### Supply network, run 1

Scale bar: 20 um. Pins as bars on the die edge.
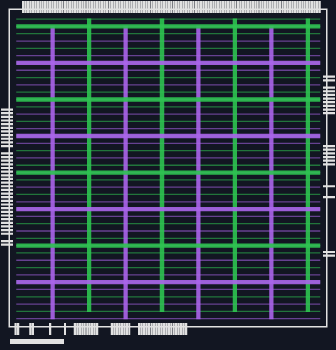
### Metal layers overlaid, run 1

Scale bar: 20 um.
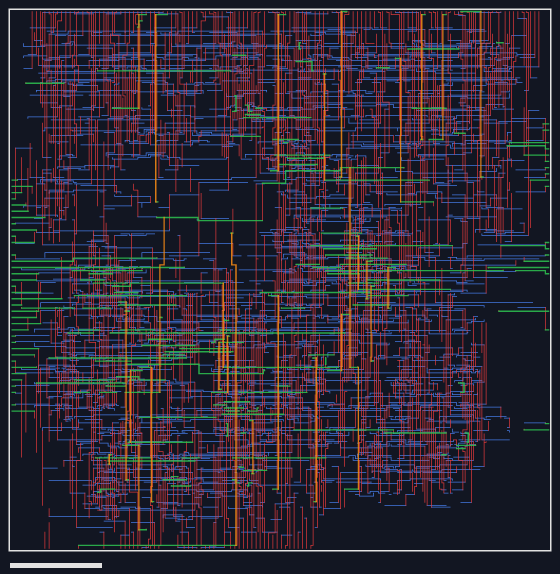
### Routed clock nets over the placement, run 1

Scale bar: 20 um.
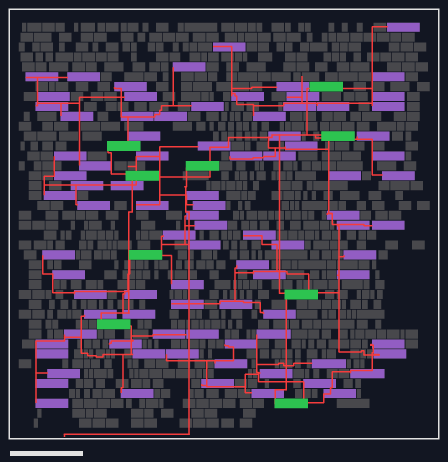
### Clock routing, run 1

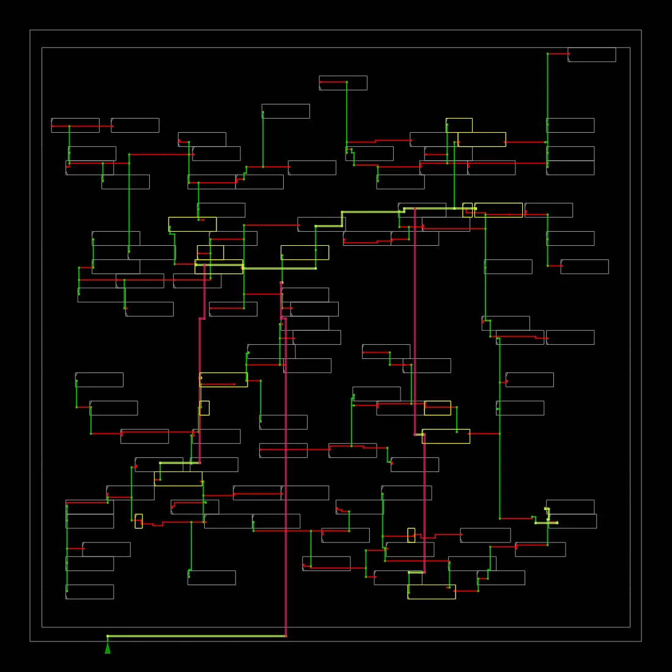
### config.mk
export PLATFORM = sky130hd
export DESIGN_NAME = procyon_biu_wb_master
export DESIGN_NICKNAME = d
export VERILOG_FILES = /design/src/rtl/procyon_lib_pkg.sv /design/src/rtl/procyon_biu_wb_master.sv
export SDC_FILE = /design/constraint.sdc
export NUM_CORES = 1
export LEC_CHECK = 0
export CORE_MARGIN = 2
export CORE_UTILIZATION = 45
export CTS_CLUSTER_SIZE = 30
export DETAILED_ROUTE_END_ITERATION = 8
export HOLD_SLACK_MARGIN = 0.15
export PLACE_DENSITY = 0.82
export SLEW_MARGIN = 10
export SYNTH_ARGS = -nofsm -noshare
export SYNTH_HDL_FRONTEND = slang
export SYNTH_SLANG_ARGS = --single-unit
### constraint.sdc
create_clock -name clk -period 2.86 [get_ports clk]
set_input_delay 0.429 -clock clk [delete_from_list [all_inputs] [get_ports clk]]
set_output_delay 0.429 -clock clk [all_outputs]
set_load 0.01 [all_outputs]
### src/rtl/procyon_lib_pkg.sv
// Shared Procyon BIU / Wishbone encodings and helpers used by the bus interface unit.
package procyon_lib_pkg;

  typedef enum logic [1:0] {
    PCYN_BIU_FUNC_READ  = 2'b00,
    PCYN_BIU_FUNC_WRITE = 2'b01,
    PCYN_BIU_FUNC_RMW   = 2'b10
  } pcyn_biu_func_t;

  typedef enum logic [2:0] {
    PCYN_BIU_LEN_1B   = 3'd0,
    PCYN_BIU_LEN_2B   = 3'd1,
    PCYN_BIU_LEN_4B   = 3'd2,
    PCYN_BIU_LEN_8B   = 3'd3,
    PCYN_BIU_LEN_16B  = 3'd4,
    PCYN_BIU_LEN_32B  = 3'd5,
    PCYN_BIU_LEN_64B  = 3'd6,
    PCYN_BIU_LEN_128B = 3'd7
  } pcyn_biu_len_t;

  localparam logic [2:0]  WB_CTI_CLASSIC = 3'b000;
  localparam logic [2:0]  WB_CTI_INCR    = 3'b010;
  localparam logic [2:0]  WB_CTI_EOB     = 3'b111;
  localparam logic [1:0]  WB_BTE_LINEAR  = 2'b00;
  // Widest supported bus is 128 bits; users slice the lanes they need.
  localparam logic [15:0] WB_SEL_ALL     = 16'hFFFF;

  // Bus beats needed for a 2^len byte request on a dw-bit bus (never fewer than one).
  function automatic logic [7:0] pcyn_biu_len_to_beats(input logic [2:0] len, input int dw);
    int bytes_v;
    int bpb_v;
    bytes_v = 1 << len;
    bpb_v   = dw / 8;
    if (bytes_v <= bpb_v) begin
      return 8'd1;
    end else begin
      return 8'(bytes_v / bpb_v);
    end
  endfunction

endpackage

### src/rtl/procyon_biu_wb_master.sv
// Wishbone B4 registered-feedback master: turns one BIU request into a classic,
// incrementing-burst or locked read-modify-write bus cycle.
module procyon_biu_wb_master
  import procyon_lib_pkg::*;
#(
  parameter int OPTN_DATA_WIDTH = 32,
  parameter int OPTN_ADDR_WIDTH = 32
) (
  input  logic                         clk,
  input  logic                         n_rst,
  input  logic                         i_biu_en,
  input  logic [1:0]                   i_biu_func,
  input  logic [2:0]                   i_biu_len,
  input  logic [OPTN_ADDR_WIDTH-1:0]   i_biu_addr,
  input  logic [OPTN_DATA_WIDTH/8-1:0] i_biu_sel,
  input  logic [OPTN_DATA_WIDTH-1:0]   i_biu_data,
  output logic                         o_biu_ack,
  output logic [OPTN_DATA_WIDTH-1:0]   o_biu_data,
  output logic                         o_biu_done,
  output logic                         o_biu_err,
  output logic                         o_wb_cyc,
  output logic                         o_wb_stb,
  output logic                         o_wb_we,
  output logic [2:0]                   o_wb_cti,
  output logic [1:0]                   o_wb_bte,
  output logic [OPTN_ADDR_WIDTH-1:0]   o_wb_adr,
  output logic [OPTN_DATA_WIDTH/8-1:0] o_wb_sel,
  output logic [OPTN_DATA_WIDTH-1:0]   o_wb_dat,
  input  logic                         i_wb_ack,
  input  logic                         i_wb_err,
  input  logic [OPTN_DATA_WIDTH-1:0]   i_wb_dat
);

  localparam int DW  = OPTN_DATA_WIDTH;
  localparam int AW  = OPTN_ADDR_WIDTH;
  localparam int BPB = DW / 8;
  localparam logic [AW-1:0]  LANE_MASK = AW'(BPB - 1);
  localparam logic [AW-1:0]  ADR_STEP  = AW'(BPB);
  localparam logic [BPB-1:0] SEL_ALL   = WB_SEL_ALL[BPB-1:0];

  typedef enum logic [2:0] {
    ST_IDLE   = 3'd0,
    ST_BURST  = 3'd1,
    ST_RMW_RD = 3'd2,
    ST_RMW_WR = 3'd3,
    ST_DONE   = 3'd4
  } state_t;

  state_t         state_r, state_s;
  logic           cyc_r, cyc_s, stb_r, stb_s, we_r, we_s;
  logic [2:0]     cti_r, cti_s;
  logic [AW-1:0]  adr_r, adr_s;
  logic [BPB-1:0] sel_r, sel_s;
  logic [DW-1:0]  dat_r, dat_s;
  logic [7:0]     beats_r, beats_s, beat_cnt_r, beat_cnt_s;
  logic           err_r, err_s, hold_r, hold_s;

  logic           accept_s, biu_ack_s, wb_ack_s, wb_err_s, last_s;
  logic [7:0]     beats_req_s;
  logic [AW-1:0]  len_mask_s, start_adr_s;
  logic [DW-1:0]  merge_s;

  // Request decode: beat count, aligned start address and termination qualifiers.
  always_comb begin
    beats_req_s = pcyn_biu_len_to_beats(i_biu_len, DW);
    len_mask_s  = ~((AW'(1) << i_biu_len) - AW'(1));
    if ((beats_req_s != 8'd1) && (i_biu_func != PCYN_BIU_FUNC_RMW)) begin
      start_adr_s = i_biu_addr & ~LANE_MASK & len_mask_s;
    end else begin
      start_adr_s = i_biu_addr & ~LANE_MASK;
    end
    // The cycle after o_biu_done the requester is still dropping i_biu_en.
    accept_s = i_biu_en & ~hold_r;
    wb_err_s = stb_r & i_wb_err;
    wb_ack_s = stb_r & i_wb_ack & ~i_wb_err;
    last_s   = ((beat_cnt_r + 8'd1) == beats_r);
  end

  // RMW merge: requester bytes on selected lanes, old bus data elsewhere.
  always_comb begin
    merge_s = i_wb_dat;
    for (int i = 0; i < BPB; i++) begin
      if (i_biu_sel[i]) begin
        merge_s[8*i +: 8] = i_biu_data[8*i +: 8];
      end else begin
        merge_s[8*i +: 8] = i_wb_dat[8*i +: 8];
      end
    end
  end

  // Next-state and next bus-register values.
  always_comb begin
    state_s    = state_r;
    cyc_s      = cyc_r;
    stb_s      = stb_r;
    we_s       = we_r;
    cti_s      = cti_r;
    adr_s      = adr_r;
    sel_s      = sel_r;
    dat_s      = dat_r;
    beats_s    = beats_r;
    beat_cnt_s = beat_cnt_r;
    err_s      = err_r;
    biu_ack_s  = 1'b0;
    hold_s     = (state_r == ST_DONE);
    case (state_r)
      ST_IDLE: begin
        err_s = 1'b0;
        if (accept_s) begin
          adr_s      = start_adr_s;
          beat_cnt_s = 8'd0;
          beats_s    = 8'd1;
          cti_s      = WB_CTI_CLASSIC;
          sel_s      = SEL_ALL;
          dat_s      = {DW{1'b0}};
          we_s       = 1'b0;
          case (i_biu_func)
            PCYN_BIU_FUNC_READ, PCYN_BIU_FUNC_WRITE: begin
              state_s = ST_BURST;
              cyc_s   = 1'b1;
              stb_s   = 1'b1;
              beats_s = beats_req_s;
              if (beats_req_s == 8'd1) begin
                sel_s = i_biu_sel;
                cti_s = WB_CTI_CLASSIC;
              end else begin
                sel_s = SEL_ALL;
                cti_s = WB_CTI_INCR;
              end
              if (i_biu_func == PCYN_BIU_FUNC_WRITE) begin
                we_s      = 1'b1;
                dat_s     = i_biu_data;
                biu_ack_s = 1'b1;
              end else begin
                we_s = 1'b0;
              end
            end
            PCYN_BIU_FUNC_RMW: begin
              state_s = ST_RMW_RD;
              cyc_s   = 1'b1;
              stb_s   = 1'b1;
            end
            default: begin
              state_s = ST_DONE;
              err_s   = 1'b1;
            end
          endcase
        end else begin
          state_s = ST_IDLE;
        end
      end
      ST_BURST: begin
        if (wb_err_s) begin
          cyc_s   = 1'b0;
          stb_s   = 1'b0;
          err_s   = 1'b1;
          state_s = ST_DONE;
        end else if (wb_ack_s) begin
          if (last_s) begin
            cyc_s     = 1'b0;
            stb_s     = 1'b0;
            state_s   = ST_DONE;
            biu_ack_s = ~we_r;
          end else begin
            biu_ack_s  = 1'b1;
            adr_s      = adr_r + ADR_STEP;
            beat_cnt_s = beat_cnt_r + 8'd1;
            cti_s      = ((beat_cnt_r + 8'd2) == beats_r) ? WB_CTI_EOB : WB_CTI_INCR;
            dat_s      = we_r ? i_biu_data : dat_r;
          end
        end else begin
          state_s = ST_BURST;
        end
      end
      ST_RMW_RD: begin
        if (wb_err_s) begin
          cyc_s   = 1'b0;
          stb_s   = 1'b0;
          err_s   = 1'b1;
          state_s = ST_DONE;
        end else if (wb_ack_s) begin
          // Keep cyc asserted so the read and write stay one locked cycle.
          biu_ack_s = 1'b1;
          stb_s     = 1'b0;
          we_s      = 1'b1;
          sel_s     = SEL_ALL;
          dat_s     = merge_s;
          state_s   = ST_RMW_WR;
        end else begin
          state_s = ST_RMW_RD;
        end
      end
      ST_RMW_WR: begin
        if (!stb_r) begin
          stb_s = 1'b1;
        end else if (wb_err_s) begin
          cyc_s   = 1'b0;
          stb_s   = 1'b0;
          err_s   = 1'b1;
          state_s = ST_DONE;
        end else if (wb_ack_s) begin
          cyc_s   = 1'b0;
          stb_s   = 1'b0;
          state_s = ST_DONE;
        end else begin
          state_s = ST_RMW_WR;
        end
      end
      ST_DONE: begin
        state_s    = ST_IDLE;
        we_s       = 1'b0;
        cti_s      = WB_CTI_CLASSIC;
        adr_s      = {AW{1'b0}};
        sel_s      = {BPB{1'b0}};
        dat_s      = {DW{1'b0}};
        beats_s    = 8'd0;
        beat_cnt_s = 8'd0;
      end
      default: begin
        state_s = ST_IDLE;
        cyc_s   = 1'b0;
        stb_s   = 1'b0;
      end
    endcase
  end

  // FSM state register.
  always_ff @(posedge clk or negedge n_rst) begin
    if (!n_rst) begin
      state_r <= ST_IDLE;
    end else begin
      state_r <= state_s;
    end
  end

  // Bus output, beat counter and status registers.
  always_ff @(posedge clk or negedge n_rst) begin
    if (!n_rst) begin
      cyc_r      <= 1'b0;
      stb_r      <= 1'b0;
      we_r       <= 1'b0;
      cti_r      <= WB_CTI_CLASSIC;
      adr_r      <= {AW{1'b0}};
      sel_r      <= {BPB{1'b0}};
      dat_r      <= {DW{1'b0}};
      beats_r    <= 8'd0;
      beat_cnt_r <= 8'd0;
      err_r      <= 1'b0;
      hold_r     <= 1'b0;
    end else begin
      cyc_r      <= cyc_s;
      stb_r      <= stb_s;
      we_r       <= we_s;
      cti_r      <= cti_s;
      adr_r      <= adr_s;
      sel_r      <= sel_s;
      dat_r      <= dat_s;
      beats_r    <= beats_s;
      beat_cnt_r <= beat_cnt_s;
      err_r      <= err_s;
      hold_r     <= hold_s;
    end
  end

  assign o_wb_cyc   = cyc_r;
  assign o_wb_stb   = stb_r;
  assign o_wb_we    = we_r;
  assign o_wb_cti   = cti_r;
  assign o_wb_bte   = WB_BTE_LINEAR;
  assign o_wb_adr   = adr_r;
  assign o_wb_sel   = sel_r;
  assign o_wb_dat   = dat_r;
  assign o_biu_ack  = biu_ack_s;
  assign o_biu_data = biu_ack_s ? i_wb_dat : {DW{1'b0}};
  assign o_biu_done = (state_r == ST_DONE);
  assign o_biu_err  = (state_r == ST_DONE) & err_r;

endmodule

==> run_results.csv <==
group,metric,value,unit
pwr,power.largest_group,"combinational logic",
detailed_routing,mean_number_of_vias_per_cell,5.98,
pwr,peakVddDrop,0.000436,V
setup_path,r2r_setup_slack,200,ps
pwr,p_per_area,1010,nW/um^2
setup_path,crit_chain,"ha_4, xnor2_2, o311a_1, and4_4, a31oi_4, a221oi_4, buf_4, buf_8, buf_4, nor2b_4, buf_6",
timing,setup_ws,-157,ps
global_route,gr-usage-met1,36.5,%
layout,combGateArea,3430,um^2
layout,final_layout_top_logic_cell,"clkdlybuf4s50_1",
timing,grt_setup_unrepaired,"true",
logic_synthesis,top_cells_by_area,"dfrtp_1 (39%), mux2_4 (7.8%), a22o_1 (5.7%)",
flow_run,stage_log_warnings,30,
setup_path,critical_r2r_capture,"o_wb_dat[26]",
layout,sh_comb_area,38.7,%
timing,finalClockPeriodUsage,105,%
logic_synthesis,post_synth_and_or_nand_nor_area_fraction,20.1,%
global_route,busiest_layer,"met2",
setup_path,path_common_cell,"buf_4",
setup_path,crit_buf_inv,4,
place,placedInstanceArea,8420,um^2
global_route,largest_net_degree_at_the_start_of_global_routing,52,
pwr,power.static_leakage,3.68,nW
pwr,seqPwrFrac,25.0,%
global_route,global_route.overflow_total,0,
run_status,violated_checks,"negative setup slack",
pwr,internal-power,5.20,mW
detailed_routing,detail_route.iter0.violations,567,
layout,layout.non_clock_buffers,282,
layout,layout_top_cells,"clkdlybuf4s50_1 (180), dfrtp_1 (87), buf_4 (58)",
hold_path,min_from,"o_wb_dat[13]",
logic_synthesis,post_synth_most_frequent_cells,"dfrtp_1 (90), nand2_1 (52), nor2_1 (41), a22o_1 (38), nor2b_1 (38)",
setup_path,critical_path.reg2reg.startpoint,"beat_cnt_r[1]",
floorplanning,number_of_top_level_pins,221,
global_route,grt_use_met2,51.6,%
layout,num-nets-final,984,
logic_synthesis,yosysMostFrequentCell,"dfrtp_1",
layout,register_area,2260,um^2
global_route,wire_length_of_the_first_global_routing_pass,32.8,mm
setup_path,worst_path_largest_cell_delay,450,ps
setup_path,cp-endpoint,"o_biu_data[2]",
global_route,initial_antenna_violation_count,0,
detailed_routing,wirelength_met1,8.43,mm
detailed_routing,top_signal_layer_used,"met4",
place,dp_hpwl,15.2,mm
layout,area.share.sequential,25.5,%
pwr,pwr-share-comb,62.0,%
layout,multi_input_comb_cells,472,
logic_synthesis,synth-warning-count,0,
logic_synthesis,synth.cellmix.compoundShare,25.1,%
floorplanning,chipWidth,118,um
logic_synthesis,synthXorXnorAreaFrac,2.26,%
setup_path,critical-path-top-delay-family,"AND-OR/OR-AND gates",
detailed_routing,met2_length,10.7,mm
clock_tree,cts-root-buf,"clkbuf_16",
setup_path,endpoint_kind,"primary output",
global_route,first_global_vias,6274,
setup_path,data_arrival_time_of_the_critical_path,2590,ps
timing,period_minus_slack,3020,ps
logic_synthesis,ys_seq_share,38.8,%
setup_path,timing.critical_path.required,2430,ps
place,portBuffers,214,
timing,setup_viol,33,
floorplanning,fp.dieArea,13800,um^2
global_route,globalRouteMet3Util,4.75,%
logic_synthesis,netlist_area,5810,um^2
setup_path,worst-r2r-cell-count,11,
hold_path,worst_hold_path.num_cells,1,
layout,buffer_area_share,29.5,%
flow_run,cap_viol_max_count,0,
logic_synthesis,synth_flops,90,
logic_synthesis,ys_async_sr_fraction,100,%
timing,worst_slew_margin_rel,47.3,%
setup_path,worst-path-max-fanout,8,
setup_path,timing_worst_setup_path_type,"reg -> out",
pwr,p_seq,2.23,mW
floorplanning,fp-row-count,41,
layout,postLayoutCoreUtil,70.1,%
pwr,power.switching,3.70,mW
run_status,status,"complete, but fails checks",
global_route,grt.total_usage,29.5,%
setup_path,startpoint_type,"register",
logic_synthesis,synth-cells-yosys,607,
clock_tree,cts_repair_resize_count,43,
logic_synthesis,synth_chip_area,5810,um^2
logic_synthesis,syn-instance-count,607,
detailed_routing,drt-pass1-iter-count,5,
pwr,comb_power,5.52,mW
detailed_routing,ant_nets,0,
Back to the opening pictures, 'Supply network':
[green] VDD
[purple] VSS
met5 straps: 8
met1 rails: 42
rows: 41
signal pins: 221
met4 straps: 8

Back to the opening pictures, 'Metal layers overlaid':
[green] metal 3 | wire length: 1450 um
[red] metal 2 | wire length: 10700 um
[orange] metal 4 | wire length: 741 um
[blue] metal 1 | wire length: 8430 um
routed wirelength normalized by instance count: 20.4 um
routed vias: 6258
final wirelength: 21.4 mm

Back to the opening pictures, 'Routed clock nets over the placement':
[purple] flip-flops | count: 90
[green] clock drivers | count: 9
[red] clock wires | length: 1260 um
routed clock nets: 10
flops lie: widely spread
clock network power: 1.16 mW
proportion of power drawn by the clock network: 13.0%
clock tree skew after final layout: 10.4 ps
clock latency of the later-clocked register in the worst-skew pair: 350 ps

Back to the opening pictures, 'Clock routing':
flop count: 90
clock buffers created by TritonCTS: 9
CTS sink cnt: 90

==> run 1: per-stage QoR <==
stage	hold slack, ps	setup WS, ps	std cells
finish	488	-157	1047
floorplan	133	290	610
global placement	440	30.7	1015
global route	505	-261	1047
CTS	488	-169	1037
detailed placement	445	-13.4	1015
==> run 1: registers in the layout, indices dropped and copies added, names as in the netlist <==
| signal | count |
|---|---|
| beat_cnt_r | 8 |
| beats_r | 6 |
| err_r | 1 |
| hold_r | 1 |
| o_wb_adr | 30 |
| o_wb_cti | 2 |
| o_wb_cyc | 1 |
| o_wb_dat | 32 |
| o_wb_sel | 4 |
| o_wb_stb | 1 |
| o_wb_we | 1 |
| state_r | 3 |
No activity file was given, so power comes from the tool's default toggle rates.
